Figure 1. Clock wiring as the flow saved it (run 1).
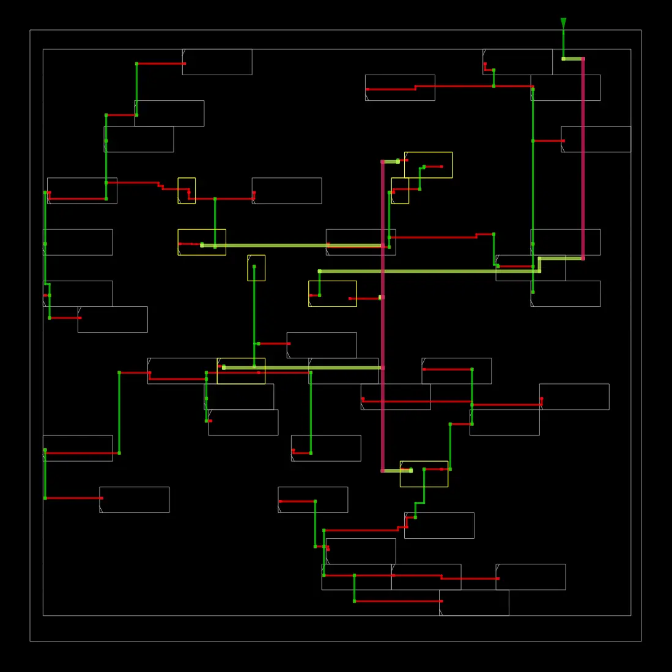
Figure 2. I/O pins on the die edge (run 1).
Pins as bars across the die edge, other pins in gray.
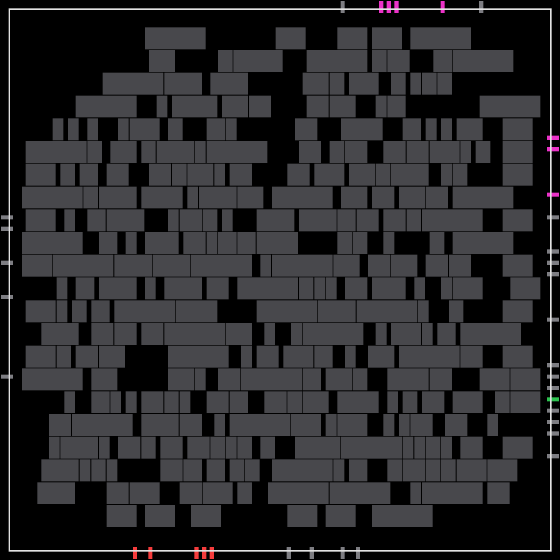
Figure 3. Metal layers overlaid (run 1).
Two of the layers only.
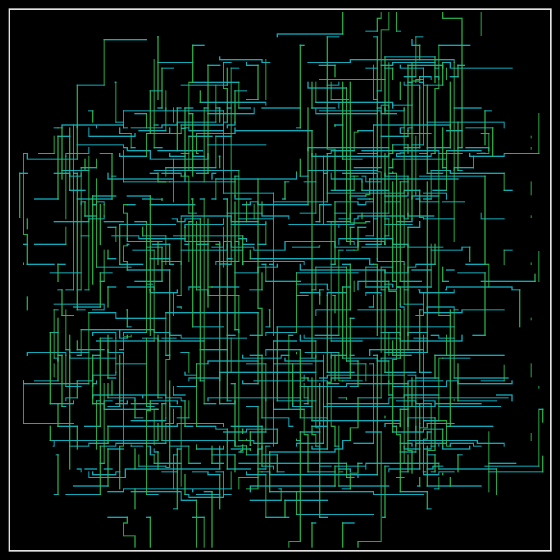
### src/rtl/arrow_round_ctrl.sv
// Round sequencer for the arrow game: latches one arrow per round, times the
// display window, judges button pulses and tracks score, lives and game over.
module arrow_round_ctrl #(
    parameter int WINDOW_TICKS = 8,
    parameter int GAP_TICKS    = 2,
    parameter int LIVES        = 3,
    parameter int SCORE_BITS   = 7
) (
    input  logic                  clk,
    input  logic                  rst_n,
    input  logic                  tick,
    input  logic                  start,
    input  logic                  pause,
    input  logic [3:0]            btn,
    input  logic [4:0]            rand_arrow,
    output logic [1:0]            state,
    output logic [4:0]            arrow,
    output logic [SCORE_BITS-1:0] score,
    output logic [1:0]            lives,
    output logic                  hit,
    output logic                  miss,
    output logic                  game_over,
    output logic [2:0]            dbg_fsm
);

    // Inputs are single-cycle pulses (no valid/ready): each one is acted on in
    // the cycle it is high and never held or queued.
    typedef enum logic [2:0] {
        S_IDLE   = 3'd0,
        S_SHOW   = 3'd1,
        S_GAP    = 3'd2,
        S_PAUSED = 3'd3,
        S_OVER   = 3'd4
    } fsm_t;

    localparam int TW = $clog2(WINDOW_TICKS + 1);
    localparam int GW = $clog2(GAP_TICKS + 1);
    localparam logic [4:0]            ARROW_NONE = 5'd20;
    localparam logic [SCORE_BITS-1:0] SCORE_MAX  = '1;
    localparam logic [1:0]            LIVES_INIT = 2'(LIVES);

    // Required button set, bit order {up, down, left, right}.
    function automatic logic [3:0] arrow_mask(input logic [4:0] code);
        logic [3:0] m;
        case (code)
            5'd10:   m = 4'b1000;
            5'd11:   m = 4'b0100;
            5'd12:   m = 4'b0010;
            5'd13:   m = 4'b0001;
            5'd14:   m = 4'b1100;
            5'd15:   m = 4'b1010;
            5'd16:   m = 4'b1001;
            5'd17:   m = 4'b0110;
            5'd18:   m = 4'b0101;
            5'd19:   m = 4'b0011;
            default: m = 4'b0000;
        endcase
        return m;
    endfunction

    fsm_t                  fsm_q, fsm_d;
    fsm_t                  saved_q, saved_d;
    logic [4:0]            arrow_q, arrow_d;
    logic [3:0]            mask_q, mask_d;
    logic [3:0]            acc_q, acc_d;
    logic [TW-1:0]         tcnt_q, tcnt_d;
    logic [GW-1:0]         gcnt_q, gcnt_d;
    logic [SCORE_BITS-1:0] score_q, score_d;
    logic [1:0]            lives_q, lives_d;
    logic                  hit_q, hit_d;
    logic                  miss_q, miss_d;

    logic [4:0]    legal_arrow;
    logic [3:0]    acc_next;
    logic [TW-1:0] tcnt_inc;
    logic [GW-1:0] gcnt_inc;
    logic          latch_round;
    logic          win;
    logic          lose;

    assign legal_arrow = (rand_arrow >= 5'd10 && rand_arrow <= 5'd20) ? rand_arrow : ARROW_NONE;
    assign acc_next    = acc_q | btn;
    assign tcnt_inc    = tcnt_q + 1'b1;
    assign gcnt_inc    = gcnt_q + 1'b1;

    always_comb begin
        fsm_d       = fsm_q;
        saved_d     = saved_q;
        arrow_d     = arrow_q;
        mask_d      = mask_q;
        acc_d       = acc_q;
        tcnt_d      = tcnt_q;
        gcnt_d      = gcnt_q;
        score_d     = score_q;
        lives_d     = lives_q;
        hit_d       = 1'b0;
        miss_d      = 1'b0;
        latch_round = 1'b0;
        win         = 1'b0;
        lose        = 1'b0;

        case (fsm_q)
            S_IDLE: begin
                if (start) latch_round = 1'b1;
            end
            S_SHOW: begin
                // Pause takes the whole cycle: buttons and tick are dropped.
                if (pause) begin
                    saved_d = S_SHOW;
                    fsm_d   = S_PAUSED;
                end else if ((acc_next & ~mask_q) != 4'd0) begin
                    lose = 1'b1;
                end else if (mask_q != 4'd0 && acc_next == mask_q) begin
                    win = 1'b1;
                end else if (tick && tcnt_inc == TW'(WINDOW_TICKS)) begin
                    if (mask_q == 4'd0) win = 1'b1;
                    else                lose = 1'b1;
                end else begin
                    acc_d = acc_next;
                    if (tick) tcnt_d = tcnt_inc;
                end
            end
            S_GAP: begin
                if (pause) begin
                    saved_d = S_GAP;
                    fsm_d   = S_PAUSED;
                end else if (tick) begin
                    if (gcnt_inc == GW'(GAP_TICKS)) latch_round = 1'b1;
                    else                            gcnt_d = gcnt_inc;
                end
            end
            S_PAUSED: begin
                if (pause) fsm_d = saved_q;
            end
            S_OVER: begin
                if (start) begin
                    fsm_d   = S_IDLE;
                    score_d = '0;
                    lives_d = LIVES_INIT;
                end
            end
            default: fsm_d = S_IDLE;
        endcase

        if (latch_round) begin
            fsm_d   = S_SHOW;
            arrow_d = legal_arrow;
            mask_d  = arrow_mask(legal_arrow);
            acc_d   = 4'd0;
            tcnt_d  = '0;
            gcnt_d  = '0;
        end

        if (win || lose) begin
            arrow_d = ARROW_NONE;
            mask_d  = 4'd0;
            acc_d   = 4'd0;
            tcnt_d  = '0;
            gcnt_d  = '0;
            fsm_d   = S_GAP;
        end

        if (win) begin
            hit_d = 1'b1;
            if (score_q != SCORE_MAX) score_d = score_q + 1'b1;
        end

        // Losing the last life ends the game instead of starting a gap.
        if (lose) begin
            miss_d  = 1'b1;
            lives_d = lives_q - 2'd1;
            if (lives_q == 2'd1) fsm_d = S_OVER;
        end
    end

    always_ff @(posedge clk) begin
        if (!rst_n) begin
            fsm_q   <= S_IDLE;
            saved_q <= S_SHOW;
            arrow_q <= ARROW_NONE;
            mask_q  <= 4'd0;
            acc_q   <= 4'd0;
            tcnt_q  <= '0;
            gcnt_q  <= '0;
            score_q <= '0;
            lives_q <= LIVES_INIT;
            hit_q   <= 1'b0;
            miss_q  <= 1'b0;
        end else begin
            fsm_q   <= fsm_d;
            saved_q <= saved_d;
            arrow_q <= arrow_d;
            mask_q  <= mask_d;
            acc_q   <= acc_d;
            tcnt_q  <= tcnt_d;
            gcnt_q  <= gcnt_d;
            score_q <= score_d;
            lives_q <= lives_d;
            hit_q   <= hit_d;
            miss_q  <= miss_d;
        end
    end

    always_comb begin
        case (fsm_q)
            S_IDLE:         state = 2'd2;
            S_SHOW, S_GAP:  state = 2'd0;
            default:        state = 2'd1;
        endcase
    end

    assign arrow     = arrow_q;
    assign score     = score_q;
    assign lives     = lives_q;
    assign hit       = hit_q;
    assign miss      = miss_q;
    assign game_over = (fsm_q == S_OVER);
    assign dbg_fsm   = fsm_q;

endmodule

### config.mk
export PLATFORM = sky130hd
export DESIGN_NAME = arrow_round_ctrl
export DESIGN_NICKNAME = d
export VERILOG_FILES = /design/src/rtl/arrow_round_ctrl.sv
export SDC_FILE = /design/constraint.sdc
export NUM_CORES = 1
export LEC_CHECK = 0
export CAP_MARGIN = 15
export CORE_UTILIZATION = 52
export CTS_CLUSTER_SIZE = 16
export DETAILED_ROUTE_END_ITERATION = 6
export PLACE_DENSITY = 0.79
export REMOVE_ABC_BUFFERS = 1
export SYNTH_ARGS = -nofsm -noshare
export SYNTH_HDL_FRONTEND = slang
export SYNTH_SLANG_ARGS = --single-unit
### constraint.sdc
create_clock -name clk -period 2.7 [get_ports clk]
set_input_delay 0.54 -clock clk [delete_from_list [all_inputs] [get_ports clk]]
set_output_delay 0.54 -clock clk [all_outputs]
set_load 0.005 [all_outputs]
==> GITHUB_STEP_SUMMARY, run 1 <==
### Metrics collected by this job

| Metric | Value |
|---|---|
| Status | completed |
| Top cells by count, synth | dfxtp_1 (35), nor2_1 (27), nand2_1 (18) |
| Slew @ Worst Pin | 0.516 ns |
| Root Driver | clkbuf_8 |
| Worst VDD drop | 0.000288 V |
| CTS max path bufs | 2 |
| P&R area growth vs syn | 30.8% |
| Crit path max fanout | 4 |
| Met2 Use GR | 43.7% |
| Top delay family on crit path | simple AND/OR/NAND/NOR gates |
| Reg2reg start | acc_q[1]$_SDFFE_PP0P_ |
| Pin count of the biggest net entering global routing | 13 |
| Final setup violation count | 0 |
| TritonCTS clock tree | done |
| Die Wd | 64.6 um |
| Area leader share | 34.4% |
| Tmin final | 2.57 ns |
| CP max stage delay | 0.61 ns |
| Top cells, area | dfxtp_1 (34%), ha_1 (8.6%), nor2_1 (5.0%) |
| Area of placed instances | 0.00257 mm2 |
| Worst-Skew Late Latency | 0.29 ns |
| Reg2Reg Depth | 7 |
| Max-Cap Viols | 0 |
| Yosys warning tally | 0 |
| Final worst path period share | 95.3% |
| Hpwl dp | 3.50 mm |
| Synth Area in XOR/XNOR | 2.58% |
| WP buf/inv | 2 |
| Crit path DAT | 2.75 ns |
| Flop2flop setup slack | 0.49 ns |
| Asr flop ratio synth | 0% |
| Post-layout util | 71.7% |
| Worst setup path class | input pin to flip-flop |
| Cells in synth_stat.txt | 236 |
| Top power group | registers |
| Clock power frac | 31.8% |
| Tool Warnings | 30 |
| Comb area | 0.00125 mm2 |
| Global route hottest layer | met2 |
| PortBufs | 35 |
| Pwr Density | 440 mW/mm2 |
| First-pass GRT wire length | 8.09 mm |
| Hold path startpoint | acc_q[3]$_SDFFE_PP0P_ |
| Fraction of the mapped netlist area in simple logic gates | 25.9% |
| Power Sequential | 0.557 mW |
| Total CTS buffers | 5 |
| RSZ-0062 raised after global routing | no |
| Io pins | 36 |
| Hold-fix buffers, CTS | 0 |
| Combinational Power Share | 20.7% |
| Final Max Tran Viols | 0 |
| Critical path required time | 2.87 ns |
| WL/cell | 13.9 um |
| Met3 usage | 4.40% |
| H-tree lvl count | 2 |
| Internal power | 0.833 mW |
| Switching Fraction | 28.9% |
| Hold Crit Class | flip-flop to flip-flop |
| Gr ovfl total | 0 |
| CTS clk-pin slew, worst paths | 0.08 ns |
| Number of remaining DRC errors | 0 |
About Figure 1:
Clk power: 0.373 mW
Seq Cell Count: 35

About Figure 2:
red -> `rand_arrow`  # pins 5, direction input, edge bottom
green -> `pause`  # pins 1, direction input, edge right
magenta -> `score`  # pins 7, direction output, edge 4 top, 3 right
all pins by edge = 16 right, 9 bottom, 6 top, 5 left

About Figure 3:
green -> met2  # wire length 2330 um
cyan -> met1  # wire length 2170 um

[run 1: flip-flops by register name, indices dropped and copies added, names as in the netlist]
name     cells
lives        2
gcnt_q       2
tcnt_q       4
saved_q      2
acc_q        4
hit          1
score        7
mask_q       4
arrow        5
dbg_fsm      3
miss         1
[run 1: metrics by stage]
step	power, mW	hold slack (ns)
4_1_cts	1.17	0.473
3_3_place_gp	0.798	0.440
6_report	1.17	0.467
2_1_floorplan	0.689	0.429
5_1_grt	1.23	0.500
3_5_place_dp	0.805	0.455
[run 1: worst max-delay path by stage]
stage	endpoint	from	cells after the start
floorplan	dbg_fsm[2]$_SDFF_PN0_	btn[1]	6
global placement	lives[0]$_SDFFE_PN1P_	btn[1]	8
detailed placement	dbg_fsm[0]$_SDFF_PN0_	btn[1]	7
CTS	dbg_fsm[0]$_SDFF_PN0_	btn[1]	7
global route	score[5]$_SDFF_PN0_	btn[1]	8
finish	lives[0]$_SDFFE_PN1P_	btn[1]	8
[run 1: layout make-up]
cell class	instances	area share, %
well taps	48	2.25
inverters	12	1.69
clock buffers	5	2.58
flip-flops and latches	35	26.3
clock inverters	3	0.563
repair buffers	58	19.6
multi-input cells	180	47.0
[run 1: repair_timing]
action,in CTS,in global routing
setup buffers,0,0
gates resized,0,2
setup endpoints to repair,0,5
[run 1: cell usage in the layout, fill, tap and decap left out, drive strengths merged, types with 5 or more instances in the layout]
cell type,instances
a211oi,7
or2,5
nand4,5
dfxtp,35
inv,11
buf,23
nand2,18
nor2,28
clkdlybuf4s50,35
nand3,11
clkbuf,5
o21ai,10
o211ai,9
a21oi,17
ha,14
nor2b,6
[run 1: metal layers]
layer,routed length (um),vias to the layer above
li1,-,975
met1,2170,895
met2,2330,45
met3,156,9
met4,68,0
met5,0,-
==> run 2, diff against run 1 <==
==> constraint.sdc (replaced) <==
create_clock -name clk -period 2.8 [get_ports clk]
set_input_delay 0.56 -clock clk [delete_from_list [all_inputs] [get_ports clk]]
set_output_delay 0.56 -clock clk [all_outputs]
set_load 0.005 [all_outputs]
==> GITHUB_STEP_SUMMARY, run 2 <==
### Metrics collected by this job

| Metric | Value |
|---|---|
| Most numerous cell in the Yosys netlist | dfxtp_1 |
| Critical path required time | 2.96 ns (+0.09 ns) |
| Crit path DAT | 2.74 ns (about the same) |
| Crit-path cells | clkdlybuf4s50_1 > or2_2 > ha_1 > nor4_1 > o211ai_1 > a2111oi_2 > xnor2_1 > nor2_1 |
| CP max stage delay | 0.44 ns (-0.17 ns) |
| Vias per cell | 5.60 |
| Comb area | 0.00124 mm2 (-1.1%) |
| Area leader share | 34.4% (unchanged) |
| Worst setup path class | input pin to flip-flop |
| CTS clk-pin slew, worst paths | 0.07 ns (about the same) |
| Hold Fails Final Rpt | 0 |
| Ant. Diodes | 0 |
| Max reg flops | 7 (unchanged) |
| Crit path max fanout | 4 (unchanged) |
| Yosys warning tally | 0 (unchanged) |
| Final Max Tran Viols | 0 (unchanged) |
| Flop area | 701 um2 |
| Pwr Density | 425 mW/mm2 (-3.4%) |
| Cells in synth_stat.txt | 236 (unchanged) |
| Root Driver | clkbuf_8 |
| Area of placed instances | 0.00251 mm2 (-2.0%) |
| PortBufs | 35 (unchanged) |
| Hold path startpoint | arrow[3]$_SDFFE_PP0P_ |
| P&R area growth vs syn | 27.6% |
| Combinational Power Share | 19.3% (-1.4 points) |
| Pin count of the biggest net entering global routing | 16 (+3) |
| WL/cell | 12.4 um (-11%) |
| H-tree lvl count | 2 (unchanged) |
| Die Wd | 64.6 um (unchanged) |
| Worst VDD drop | 0.000361 V (+25%) |
| DR pass1 iterations | 4 |
| Vias in the first global route | 1658 |
| Post-cts sizing count | 0 (unchanged) |
| Io pins | 36 (unchanged) |
| Max-Cap Viols | 0 (unchanged) |
| Final setup violation count | 0 (unchanged) |
| Crit path from | btn[1] |
| Fin cells | 334 |
| Status | completed |
| Die Y | 64.6 um |
| Hpwl dp | 3.12 mm (-11%) |
| Top delay family on crit path | AND-OR/OR-AND gates |
| Hold Crit Class | flip-flop to flip-flop |
| Hold-fix buffers, CTS | 0 (unchanged) |
| Initial antenna violation count | 0 |
| Reg2reg start | acc_q[1]$_SDFFE_PP0P_ |
| Tmin final | 2.57 ns |
| Clock power frac | 31.8% (about the same) |
| Slew @ Worst Pin | 0.496 ns (-0.0201 ns) |
| Asr flop ratio synth | 0% (unchanged) |
| RSZ-0062 raised after global routing | no |
| Commonest non-fill, non-tap cells in the layout | dfxtp_1 (35), clkdlybuf4s50_1 (35), nor2_1 (27) |
| WP buf/inv | 1 (-1) |
| Top cells by count, synth | dfxtp_1 (35), nor2_1 (27), nand2_1 (18) |
| TritonCTS clock tree | done |
| First-pass GRT wire length | 7.13 mm (-12%) |
| Tool Warnings | 30 (unchanged) |
| Gr ovfl total | 0 (unchanged) |
| Final worst path period share | 91.9% |
| Vias post-DR | 1871 |
| Switching Fraction | 28.1% (-0.84 points) |
| Internal power | 0.794 mW (-4.7%) |
| Post-CTS Setup Bufs | 0 (unchanged) |
| Number of remaining DRC errors | 0 (unchanged) |
| Power, Total | 1.10 mW (-5.8%) |
| CTS max path bufs | 2 (unchanged) |
| Top cells, area | dfxtp_1 (34%), ha_1 (8.6%), nor2_1 (5.0%) |
| Register area share after synthesis | 34.4% |
[run 2: per-stage QoR]
stage               util (%)  TNS, ns  hold slack (ns)  worst slack (ns)
floorplan                  -        0            0.429             0.449
global placement        67.7  -0.0160            0.439           -0.0104
detailed placement      67.7   -0.867            0.450           -0.0902
CTS                     69.9        0            0.460             0.209
global route            69.9        0            0.489           0.00132
finish                  69.9        0            0.458             0.227
[run 2: power groups by stage]
| stage | logic, mW | registers [mW] | clock network (mW) |
|---|---|---|---|
| global route | 0.238 | 0.543 | 0.390 |
| detailed placement | 0.213 | 0.551 | 0 |
| finish | 0.213 | 0.540 | 0.352 |
| global placement | 0.210 | 0.551 | 0 |
| CTS | 0.214 | 0.540 | 0.363 |
| floorplan | 0.117 | 0.548 | 0 |
[run 2: cell families after synthesis]
| family | share of synthesized area, % |
|---|---|
| AND/OR/NAND/NOR | 25.9 |
| multiplexers | 0.491 |
| buffers and inverters | 4.79 |
| flip-flops | 34.4 |
| AND-OR/OR-AND | 23.3 |
| adder cells (fa/ha/maj) | 8.60 |
| XOR/XNOR | 2.58 |
[run 2: worst paths after layout]
path                                          endpoint  slack, ns  depth (start not counted)
worst min register to register   arrow[3]$_SDFFE_PP0P_       0.46                          2
worst max register to register  tcnt_q[3]$_SDFFE_PP0P_       0.59                          7
worst min-delay path             arrow[3]$_SDFFE_PP0P_       0.46                          2
worst max-delay path            tcnt_q[3]$_SDFFE_PP0P_       0.23                          8
[run 2: cell type report]
type                       count  area share [%]
clock inverter                 3           0.578
clock buffer                   5            2.65
multi-input combinational    180            47.7
sequential                    35            27.0
timing repair buffer          51            18.1
inverter                      12            1.73
tap                           48            2.31
[run 2: metal layers]
metal	global-route usage (%)	wire length, um
met5	0	0
met4	10.8	46
met3	5.81	139
met2	36.3	1950
met1	27.1	2000
Figure 4. Register map, names as in the netlist (run 2).
The bar under the picture is 20 um long. Other sequential cells in the stronger gray, the rest of the logic in the fainter gray.
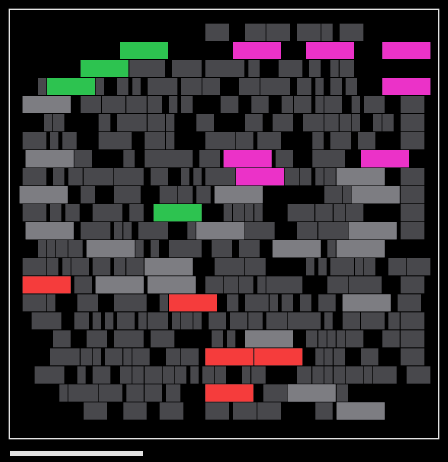
red -> `arrow`  # placed flops 5, where bottom middle
green -> `tcnt_q`  # placed flops 4, where top left
magenta -> `score`  # placed flops 7
not colored = 19

Figure 5. Gate families picked out (run 2).
The bar under the picture is 20 um long.
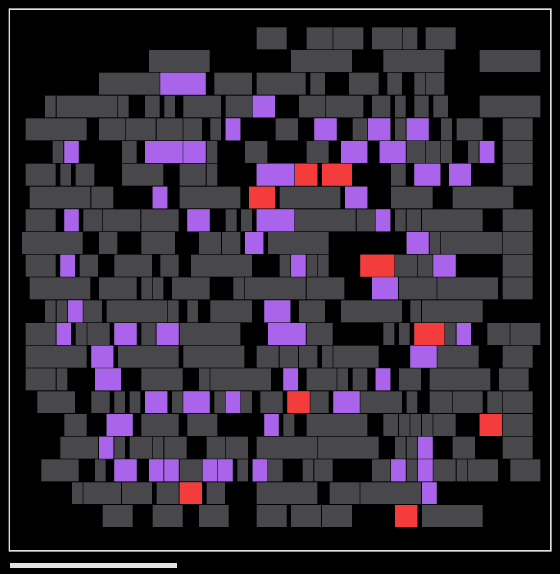
red -> AND-OR and OR-AND gates  # cells 9, most used o21a_1
purple -> inverting AOI/OAI gates  # cells 56, most used a21oi_1

Figure 6. Clock wiring as the flow saved it (run 2).
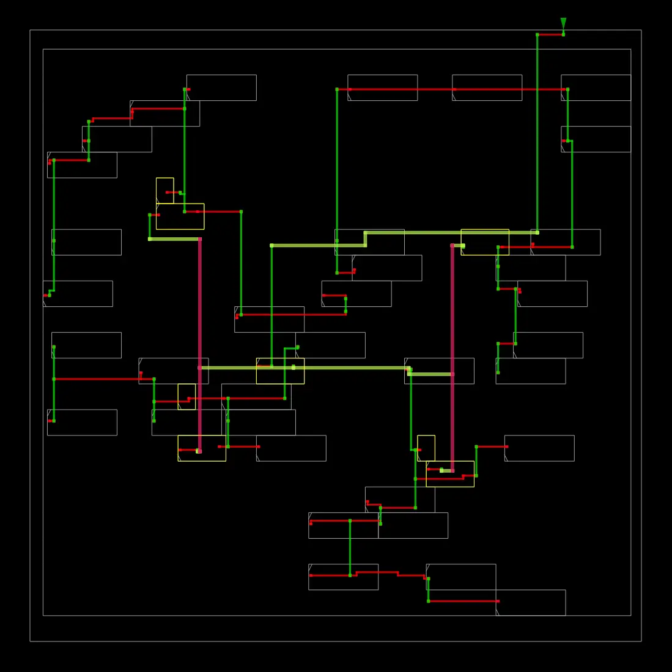
Max Clock Skew: 0.00635 ns
Worst-Skew Late Latency: 0.29 ns
total CTS buffers: 5
clock sink count: 35

Power and IR drop assume default switching activity.
